### src/rtl/seg_pkg.sv
// Shared types, constants and the hex font for the seven-segment scan driver.
// Segment encoding is active-low, bit order {a,b,c,d,e,f,g}.
package seg_pkg;

  typedef logic [3:0] nibble_t;

  localparam logic [6:0] SEG_OFF = 7'h7F;

  // Widest anode bus supported; the driver slices the low AN_WIDTH bits.
  localparam int                AN_MAX = 32;
  localparam logic [AN_MAX-1:0] AN_OFF = '1;

  function automatic logic [6:0] hex_to_seg(input nibble_t n);
    logic [6:0] s;
    case (n)
      4'h0:    s = 7'b0000001;
      4'h1:    s = 7'b1001111;
      4'h2:    s = 7'b0010010;
      4'h3:    s = 7'b0000110;
      4'h4:    s = 7'b1001100;
      4'h5:    s = 7'b0100100;
      4'h6:    s = 7'b0100000;
      4'h7:    s = 7'b0001111;
      4'h8:    s = 7'b0000000;
      4'h9:    s = 7'b0000100;
      4'hA:    s = 7'b0001000;
      4'hB:    s = 7'b1100000;
      4'hC:    s = 7'b0110001;
      4'hD:    s = 7'b1000010;
      4'hE:    s = 7'b0110000;
      default: s = 7'b0111000;
    endcase
    return s;
  endfunction

endpackage

### src/rtl/seg_hex_decode.sv
// Combinational hex-to-segment lookup for the currently scanned digit.
module seg_hex_decode
  import seg_pkg::*;
(
  input  nibble_t    nibble,
  output logic [6:0] seg
);

  assign seg = hex_to_seg(nibble);

endmodule

### src/rtl/seg_scan_driver.sv
// Multiplexed common-anode hex display driver with frame-synchronised loading,
// leading-zero suppression, PWM dimming and a ghost guard cycle. Optional blink via SEG_BLINK_EN.
module seg_scan_driver
  import seg_pkg::*;
#(
  parameter int NUM_DIGITS   = 6,
  parameter int AN_WIDTH     = 8,
  parameter int REFRESH_BITS = 16,
`ifdef SEG_BLINK_EN
  parameter int BLINK_FRAMES = 32,
`endif
  parameter int DUTY_BITS    = 2
) (
  input  logic                    clk,
  input  logic                    rst,
  input  logic                    en,
  input  logic                    load_valid,
  output logic                    load_ready,
  input  logic [4*NUM_DIGITS-1:0] load_data,
  input  logic [NUM_DIGITS-1:0]   load_dp,
  input  logic [NUM_DIGITS-1:0]   load_blank,
  input  logic                    lz_en,
  input  logic [DUTY_BITS-1:0]    brightness,
`ifdef SEG_BLINK_EN
  input  logic [NUM_DIGITS-1:0]   blink_mask,
`endif
  output logic [AN_WIDTH-1:0]     an,
  output logic [6:0]              seg,
  output logic                    dp,
  output logic                    frame_start
);

  localparam int               IDX_W    = (NUM_DIGITS > 1) ? $clog2(NUM_DIGITS) : 1;
  localparam logic [IDX_W-1:0] LAST_IDX = IDX_W'(NUM_DIGITS - 1);

  logic [REFRESH_BITS-1:0] prescaler;
  logic [IDX_W-1:0]        idx;
  logic                    tick;
  logic                    boundary;

  assign tick     = en && (&prescaler);
  assign boundary = tick && (idx == LAST_IDX);

  // Explicit wrap keeps idx inside 0..NUM_DIGITS-1 for non-power-of-two digit counts.
  always_ff @(posedge clk or posedge rst) begin
    if (rst) begin
      prescaler   <= '0;
      idx         <= '0;
      frame_start <= 1'b0;
    end else begin
      // NOTE: sequential state uses <= so every flop samples pre-edge values.
      frame_start <= boundary;
      if (en) prescaler <= prescaler + 1'b1;
      if (tick) idx <= (idx == LAST_IDX) ? '0 : idx + 1'b1;
    end
  end

  logic                            pend_full;
  logic                            accept;
  nibble_t [NUM_DIGITS-1:0]        pend_data;
  logic    [NUM_DIGITS-1:0]        pend_dp;
  logic    [NUM_DIGITS-1:0]        pend_blank;
  nibble_t [NUM_DIGITS-1:0]        sh_data;
  logic    [NUM_DIGITS-1:0]        sh_dp;
  logic    [NUM_DIGITS-1:0]        sh_blank;

  assign load_ready = !pend_full;
  assign accept     = load_valid && !pend_full;

  // NOTE: the pending payload has no reset; it is only ever read while pend_full is set.
  always_ff @(posedge clk) begin
    if (accept) begin
      pend_data  <= load_data;
      pend_dp    <= load_dp;
      pend_blank <= load_blank;
    end
  end

  // Accept and transfer are exclusive: a load landing on a boundary waits a full frame.
  always_ff @(posedge clk or posedge rst) begin
    if (rst) begin
      pend_full <= 1'b0;
      sh_data   <= '0;
      sh_dp     <= '0;
      sh_blank  <= '1;
    end else if (accept) begin
      pend_full <= 1'b1;
    end else if (boundary && pend_full) begin
      pend_full <= 1'b0;
      sh_data   <= pend_data;
      sh_dp     <= pend_dp;
      sh_blank  <= pend_blank;
    end
  end

`ifdef SEG_BLINK_EN
  localparam int BF_W = $clog2(BLINK_FRAMES) + 1;

  logic [BF_W-1:0] frame_cnt;
  logic            blink_phase;

  always_ff @(posedge clk or posedge rst) begin
    if (rst) begin
      frame_cnt   <= '0;
      blink_phase <= 1'b1;
    end else if (boundary) begin
      if (frame_cnt == BF_W'(BLINK_FRAMES - 1)) begin
        frame_cnt   <= '0;
        blink_phase <= !blink_phase;
      end else begin
        frame_cnt <= frame_cnt + 1'b1;
      end
    end
  end
`endif

  logic [NUM_DIGITS-1:0] lz_blank;
  logic                  upper_zero;

  // A digit is suppressed when it and every digit above it are zero; digit 0 always shows.
  always_comb begin
    // NOTE: defaults first so no path through this block leaves a latch.
    lz_blank   = '0;
    upper_zero = 1'b1;
    for (int k = NUM_DIGITS - 1; k >= 0; k--) begin
      // NOTE: blocking = here; upper_zero is a running AND down the digits.
      upper_zero = upper_zero && (sh_data[k] == 4'h0);
      if (k != 0) lz_blank[k] = lz_en && upper_zero;
    end
  end

  nibble_t    cur_nibble;
  logic [6:0] cur_seg;
  logic       visible;

  assign cur_nibble = sh_data[idx];

  seg_hex_decode u_hex_decode (
    .nibble (cur_nibble),
    .seg    (cur_seg)
  );

  // Prescaler 0 is the ghost guard; the top DUTY_BITS of the prescaler set the PWM window.
  always_comb begin
    visible = en
           && !sh_blank[idx]
           && !lz_blank[idx]
           && (prescaler != '0)
           && (prescaler[REFRESH_BITS-1 -: DUTY_BITS] <= brightness);
`ifdef SEG_BLINK_EN
    if (!blink_phase && blink_mask[idx]) visible = 1'b0;
`endif
  end

  always_ff @(posedge clk or posedge rst) begin
    if (rst) begin
      an  <= AN_OFF[AN_WIDTH-1:0];
      seg <= SEG_OFF;
      dp  <= 1'b1;
    end else if (visible) begin
      an  <= ~(AN_WIDTH'(1) << idx);
      seg <= cur_seg;
      dp  <= !sh_dp[idx];
    end else begin
      an  <= AN_OFF[AN_WIDTH-1:0];
      seg <= SEG_OFF;
      dp  <= 1'b1;
    end
  end

endmodule

### config.mk
export PLATFORM = sky130hd
export DESIGN_NAME = seg_scan_driver
export DESIGN_NICKNAME = d
export VERILOG_FILES = /design/src/rtl/seg_pkg.sv /design/src/rtl/seg_hex_decode.sv /design/src/rtl/seg_scan_driver.sv
export SDC_FILE = /design/constraint.sdc
export NUM_CORES = 1
export LEC_CHECK = 0
export CORE_UTILIZATION = 30
export CTS_CLUSTER_SIZE = 10
export DETAILED_ROUTE_END_ITERATION = 8
export HOLD_SLACK_MARGIN = 0.1
export PLACE_DENSITY = 0.54
export SYNTH_ARGS = -nofsm -noshare
export SYNTH_HDL_FRONTEND = slang
export SYNTH_SLANG_ARGS = --single-unit
### constraint.sdc
create_clock -name clk -period 7.8 [get_ports clk]
set_input_delay 1.17 -clock clk [delete_from_list [all_inputs] [get_ports clk]]
set_output_delay 1.17 -clock clk [all_outputs]
set_load 0.01 [all_outputs]
==> flow_results.org, run 1 <==
#+TITLE: Flow metrics

** Layout
- Area of all placed cells without fillers :: 0.00590 mm2
- Fraction of layout cells with a size suffix above 1 :: 23.2%
- Number of standard cells in the final layout excluding fillers :: 604
- Core occupancy in the finished layout :: 38.4%

** Clock network
- # resized after CTS :: 0
- Library cell used as clock root buffer :: sky130_fd_sc_hd__clkbuf_16
- CTS added clock buffers totalling 9.
- Count of hold buffers inserted by post-cts repair :: 0
- Clock slew at reported path FFs :: 0.07 ns
- Latency at later pin :: 0.36 ns

** Floorplan
- Core utilization before placement :: 31.0%
- Die Area :: 0.0164 mm2
- In this run the core area contains 45 standard-cell rows.
- 61 I/O pins were placed.

** Yosys
- Share of cell area taken by muxes after synthesis :: 15.8%
- After synthesis, the largest family of logic cells by area is multiplexers.
- Compound-cell area share of the yosys netlist :: 4.49%
- Proportion of synthesized chip area in sequential cells :: 61.5%
- The synthesized netlist devotes 2.94% of its cell area to XOR and XNOR gates.
- Top area cells in the synthesized netlist :: sky130_fd_sc_hd__dfrtp_1 (27%), sky130_fd_sc_hd__edfxtp_1 (23%), sky130_fd_sc_hd__dfstp_2 (12%), sky130_fd_sc_hd__mux2_4 (9.1%), sky130_fd_sc_hd__ha_1 (3.1%)
- Sorting the synthesized cells by how often they occur yields sky130_fd_sc_hd__dfrtp_1 (51), sky130_fd_sc_hd__edfxtp_1 (36), sky130_fd_sc_hd__mux2_4 (29).
- The cell area that synthesis handed to floorplanning was 0.00477 mm2.
- Synth Instances :: 324
- Post-synthesis share of cell area spent on and, or, nand and nor gates :: 9.23%
- Ys flop type :: sky130_fd_sc_hd__dfrtp_1

** Detailed routing
- Starting DRT DRC Count :: 117
- The iteration count recorded for the first detailed-route pass is 5.
- Routed via count divided by cell count :: 4.43
- After detailed routing, the average wire length per cell comes to 14.2 um.
- The routed layout has 2678 vias.
- The detailed router reported a total wirelength of 8.55 mm.

** Global route
- Entering global routing, the biggest net connects 74 pins.
- Global-route wire length before repair :: 14.3 mm
- The number of global-route vias before repair is 2793.

** Critical path
- Category of cells accounting for the largest share of critical-path delay :: simple AND/OR/NAND/NOR gates
- The critical path endpoint has a required time of 8.03 ns.

** Power and ir drop
- Power dissipated by switching net loads :: 0.000263 W

** Place
- DP Worst Slack :: 3.62 ns
- After detailed placement, the total cell area comes to 0.00558 mm2.
- At the end of routability-driven placement, the weighted congestion stood at 0.778.
- DP Wirelength :: 6.00 mm

** Final timing
- Worst-case setup margin in the final layout :: 4.01 ns
- After layout, the worst path uses 48.6% of the clock period.
- Final total negative setup slack :: 0 ns
- Number of setup violations in the final report :: 0
- Maximum clock rate :: 264 MHz
- Subtracting the final worst setup slack from the clock period gives 3.79 ns.
- At the pin with the least slew margin, the transition time is 0.952 ns.

** Job
- Number of warnings in the stage logs :: 33

** Run status
- The run finished with clean final reports.
-- run 1: metal layers --
metal	routed length [um]	part of all wire [%]	vias to the layer above	track usage [%]
met3	334	3.9	13	3.05
li1	-	-	1313	-
met2	3700	43	60	16.9
met5	0	0	-	0
met1	4350	51	1292	16.0
met4	167	2.0	0	5.19
-- run 1: path summary, 6_finish.rpt --
check	start	end	slack [ns]	cells past startpoint
max	en	sh_data[15]$_DFFE_PP0P_	4.01	6
min	pend_dp[3]$_DFFE_PP_	sh_dp[3]$_DFFE_PP0P_	0.48	1
max reg2reg	prescaler[0]$_DFFE_PP0P_	sh_data[15]$_DFFE_PP0P_	4.87	6
max in group asynchronous	rst	sh_data[15]$_DFFE_PP0P_	5.79	3
min reg2reg	pend_dp[3]$_DFFE_PP_	sh_dp[3]$_DFFE_PP0P_	0.48	1
min in group asynchronous	rst	frame_start$_DFF_PP0_	1.41	3
-- run 1: sequential cells by signal, indices dropped and copies added (netlist names), 3 cells and up --
signal,flops
idx,3
sh_dp,6
pend_data,24
sh_data,24
an,8
seg,7
pend_blank,6
pend_dp,6
sh_blank,6
prescaler,16
-- run 1: cell type report --
cell class	instances	area, um2
inverters	12	45.0
clock buffers	9	225
multi-input cells	193	1710
fillers	1467	9470
well taps	211	264
clock inverters	7	97.6
repair buffers	63	623
flip-flops and latches	109	2940
-- run 1: power groups by stage --
stage	logic, W	registers [W]	clock network, W
after floorplan	0.0000414	0.000639	0
after global placement	0.0000771	0.000643	0
after detailed placement	0.0000784	0.000644	0
after CTS	0.0000791	0.000633	0.000508
after global routing	0.0000873	0.000634	0.000527
final	0.0000769	0.000633	0.000491
Run 1, clock distribution:
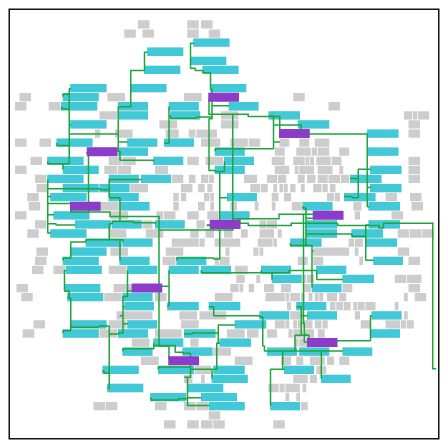
Key: clock-net drivers = purple [count 9]; clock wires = green [length 1330 um]; flip-flops = cyan [count 109]
There are 10 routed clock nets. Position of the flops: all over the die.
power in the clock group: 0.000491 W
final setup skew: 0.00931 ns
Clk pwr share: 40.9%

Run 1, port wiring:
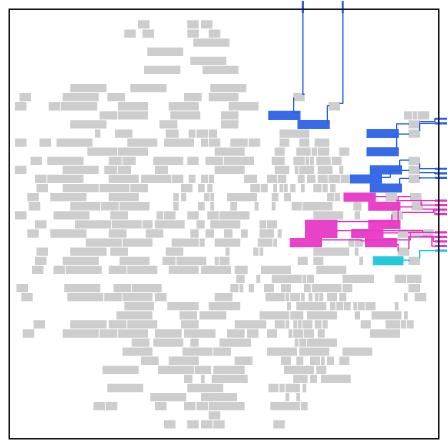
Key: seg = blue [direction output, end cells 7, buffers 7, wire 129 um]; an = magenta [direction output, end cells 8, buffers 8, wire 164 um]; frame_start = cyan [direction output, end cells 1, buffers 1, wire 9.20 um]

Run 1, routed metal, one colour a layer:
Scale bar: 50 um.
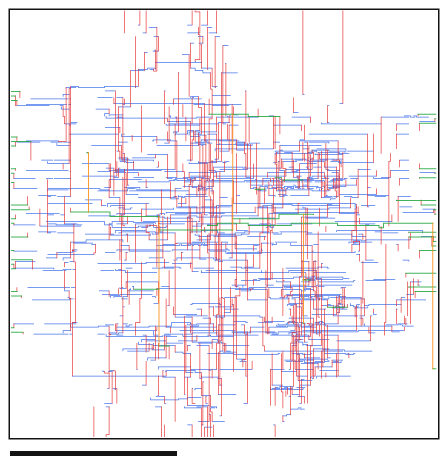
Key: M4 = orange [wire length 167 um]; M1 = blue [wire length 4350 um]; M3 = green [wire length 334 um]; M2 = red [wire length 3700 um]

Run 1, I/O pins on the die edge:
Pins as bars across the die edge, other pins in grey.
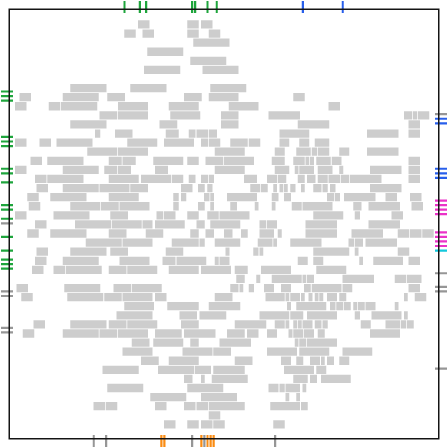
Key: load_data = green [pins 24, direction input, edge 17 west, 7 north]; seg = blue [pins 7, direction output, edge 5 east, 2 north]; frame_start = cyan [pins 1, direction output, edge east]; load_blank = orange [pins 6, direction input, edge south]; an = magenta [pins 8, direction output, edge east]
All pins by edge: 22 west, 19 east, 11 south, 9 north.

==> inputs of run 2 (changes only) <==
Clock period 7.8 ns to 4 ns, I/O delays scaled along.
Run 2, cell placement:
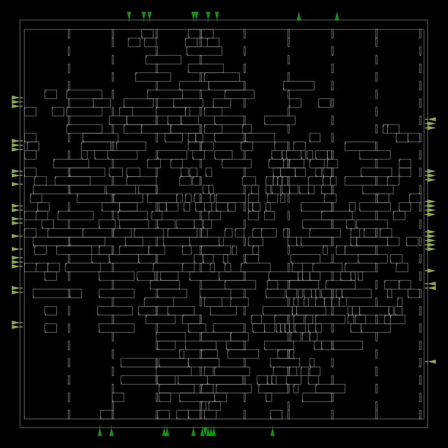
tap cell count: 211
core occupancy in the finished layout: 38.2%
sequential share of cell area: 50.0%
count of fill cells added during filler insertion: 1472
number of standard cells in the final layout excluding fillers: 606

Run 2, I/O pins on the die edge:
Pins as bars across the die edge, other pins in grey.
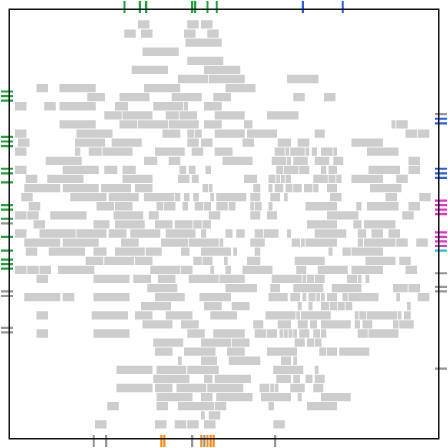
Key: seg = blue [pins 7, direction output, edge 5 east, 2 north]; frame_start = cyan [pins 1, direction output, edge east]; load_data = green [pins 24, direction input, edge 17 west, 7 north]; load_blank = orange [pins 6, direction input, edge south]; an = magenta [pins 8, direction output, edge east]
All pins by edge: 22 west, 19 east, 11 south, 9 north.
number of port buffers: 60
vertical die dimension: 128 um
chip width: 128 um

==> run 2 against run 1 <==
  * Largest cell class unchanged
  * Core utilization fell by 0.18 points
  * Sequential share of layout area rose by 0.23 points
  * Worst hold slack improved by 0.0028 ns
  * Non-clock buffer count rose by 2
  * First-iteration DRC count did not move
  * Sequential power rose by 94%
  * Combinational power rose by 98%
  * Highest routed layer unchanged
  * Critical path depth rose by 1
==> flow_results.org, run 2 <==
#+TITLE: Flow metrics

** Run status
- Status :: complete, no violations (unchanged)

** Global route
- Met2 Use GR :: 17.6% (was 16.9%)
- The wire length of the first global-routing pass was 15.1 mm (was 14.3 mm).
- Remaining global-route overflow :: 0 (unchanged)
- Met3 Usage GRT :: 3.55% (was 3.05%)
- The number of global-route vias before repair came to 2908 (was 2793).
- Met1 Resource Use GR :: 16.6% (was 16.0%)
- The pin count of the biggest net entering global routing came to 37 (was 74).
- The most utilized layer in the global route result is met2 (unchanged).

** Layout
- The post-route cell area was 0.00587 mm2 (was 0.00590 mm2).
- Leading registers by flop count :: pend_data: 24 flops, sh_data: 24 flops, prescaler: 16 flops (unchanged)
- Fraction of layout cells with a size suffix above 1 :: 23.0% (was 23.2%)

** Detailed routing
- Routed via count divided by cell count :: 4.47 (was 4.43)
- Via count of the routed design :: 2709 (was 2678)
- Wire length after detailed routing :: 8.92 mm (was 8.55 mm)
- The number of design-rule violations left by the first detailed-router iteration came to 117 (unchanged).

** Floorplan
- Die Area :: 0.0164 mm2 (unchanged)
- The effective utilization at floorplan is 31.0% (unchanged).
- I/O pin count :: 61 (unchanged)

** Place
- The last weighted congestion value of the routability-driven placer came to 0.809 (was 0.778).
- The setup slack at placement is 0.537 ns (was 3.62 ns).
- The cell area reported after detailed placement came to 0.00559 mm2 (was 0.00558 mm2).

** Clock network
- The insertion delay to the later sink of the worst-skew pair was 0.35 ns (was 0.36 ns).
- Count of hold buffers inserted by post-cts repair :: 0 (unchanged)
- The clock transition at the registers of the reported paths is 0.07 ns (about the same).
- The post-cts repair resize count is 0 (unchanged).

** Yosys
- Registers, synthesis :: 109 (unchanged)
- Post-synth top cells :: sky130_fd_sc_hd__dfrtp_1 (51), sky130_fd_sc_hd__edfxtp_1 (36), sky130_fd_sc_hd__mux2_4 (29) (unchanged)
- Synth Instances :: 324 (unchanged)
- Cell area after synthesis :: 0.00477 mm2 (unchanged)
- Top area cells in the synthesized netlist :: sky130_fd_sc_hd__dfrtp_1 (27%), sky130_fd_sc_hd__edfxtp_1 (23%), sky130_fd_sc_hd__dfstp_2 (12%), sky130_fd_sc_hd__mux2_4 (9.1%), sky130_fd_sc_hd__ha_1 (3.1%) (unchanged)
- Proportion of synthesized chip area in sequential cells :: 61.5% (unchanged)

** Job
- Number of warnings in the stage logs :: 33 (unchanged)

** Final timing
- Maximum clock rate :: 326 MHz
- Number of setup violations in the final report :: 0 (unchanged)
- The accumulated negative setup slack is 0 ns (unchanged).
- Shortest period the worst path allows :: 3.07 ns
- Worst Tran Pin Value :: 0.976 ns (was 0.952 ns)
- The final timing summary puts the cycle share of the worst path at 76.7%.

** Critical path
- Required @ worst endpoint :: 4.24 ns (was 8.03 ns)
- Critical path origin :: en (unchanged)
- The launching point of the worst reg2reg path is prescaler[0]$_DFFE_PP0P_ (unchanged).
- The cell family with the largest share of critical-path delay is simple AND/OR/NAND/NOR gates (unchanged).
- Reg2reg path depth :: 7 (was 6)
- The cell count along the critical path is 7 (was 6).

** Power and ir drop
- Power dissipated by switching net loads :: 0.000493 W (was 0.000263 W)
- The part of the power in the clock network was 37.8% (was 40.9%).
- The combinational share of power is 6.8% (was 6.4%).
- The group drawing the most power was sequential cells (unchanged).
- The sequential group power was 0.00123 W (was 0.000633 W).
- The combinational gate power was 0.000152 W (was 0.0000769 W).
- Power in the clock group :: 0.000842 W (was 0.000491 W)

** Min path
- The worst min-delay path startpoint is pend_dp[2]$_DFFE_PP_ (was pend_dp[3]$_DFFE_PP_).
- The number of cells on the worst hold path is 1 (unchanged).
Run 2, port wiring:
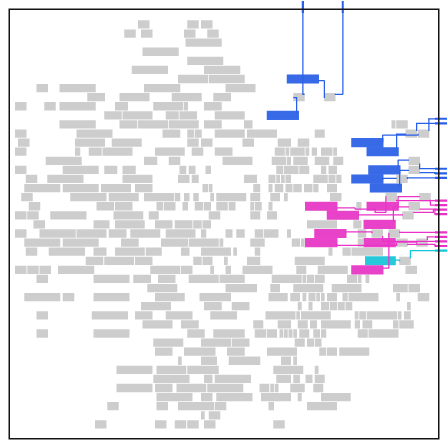
Key: seg = blue [direction output, end cells 7, buffers 7, wire 136 um]; an = magenta [direction output, end cells 8, buffers 8, wire 169 um]; frame_start = cyan [direction output, end cells 1, buffers 1, wire 11.5 um]

[run 2: worst max-delay path by stage]
| stage | to | slack [ns] |
|---|---|---|
| after floorplan | pend_blank[0]$_DFFE_PP_ | 1.35 |
| after global placement | sh_data[13]$_DFFE_PP0P_ | 0.67 |
| after detailed placement | sh_data[8]$_DFFE_PP0P_ | 0.54 |
| after CTS | sh_data[8]$_DFFE_PP0P_ | 0.92 |
| after global routing | sh_data[19]$_DFFE_PP0P_ | 0.77 |
| final | sh_data[9]$_DFFE_PP0P_ | 0.93 |
[run 2: routing by layer]
layer | share of wire, % | vias to the layer above
met5 | 0 | -
met4 | 1.7 | 0
met3 | 4.3 | 13
met1 | 51 | 1320
li1 | - | 1319
met2 | 43 | 57
[run 2: per-stage QoR]
stage	util, %	hold slack (ns)	total power, W
floorplan	-	0.455	0.00133
global placement	36.4	0.465	0.00140
detailed placement	36.4	0.468	0.00141
CTS	38.2	0.479	0.00226
global route	38.2	0.485	0.00232
finish	38.2	0.480	0.00223
[run 2: logic make-up after synthesis]
| kind of cell | synth area share [%] |
|---|---|
| muxes | 15.8 |
| DFF | 61.5 |
| and+or+nand+nor | 9.23 |
| adders and majority gates | 3.15 |
| AOI/OAI and AO/OA | 4.49 |
| buffers and inverters | 2.81 |
| xor gates and xnor gates | 2.94 |
[run 2: final cells by class]
cell class	count	area (um2)
Clock inverter	3	20.0
Clock buffer	13	260
Timing Repair Buffer	65	638
Sequential cell	109	2940
Fill cell	1472	9500
Multi-Input combinational cell	193	1710
Inverter	12	45.0
Tap cell	211	264
Power is estimated from default activity; no workload was simulated.
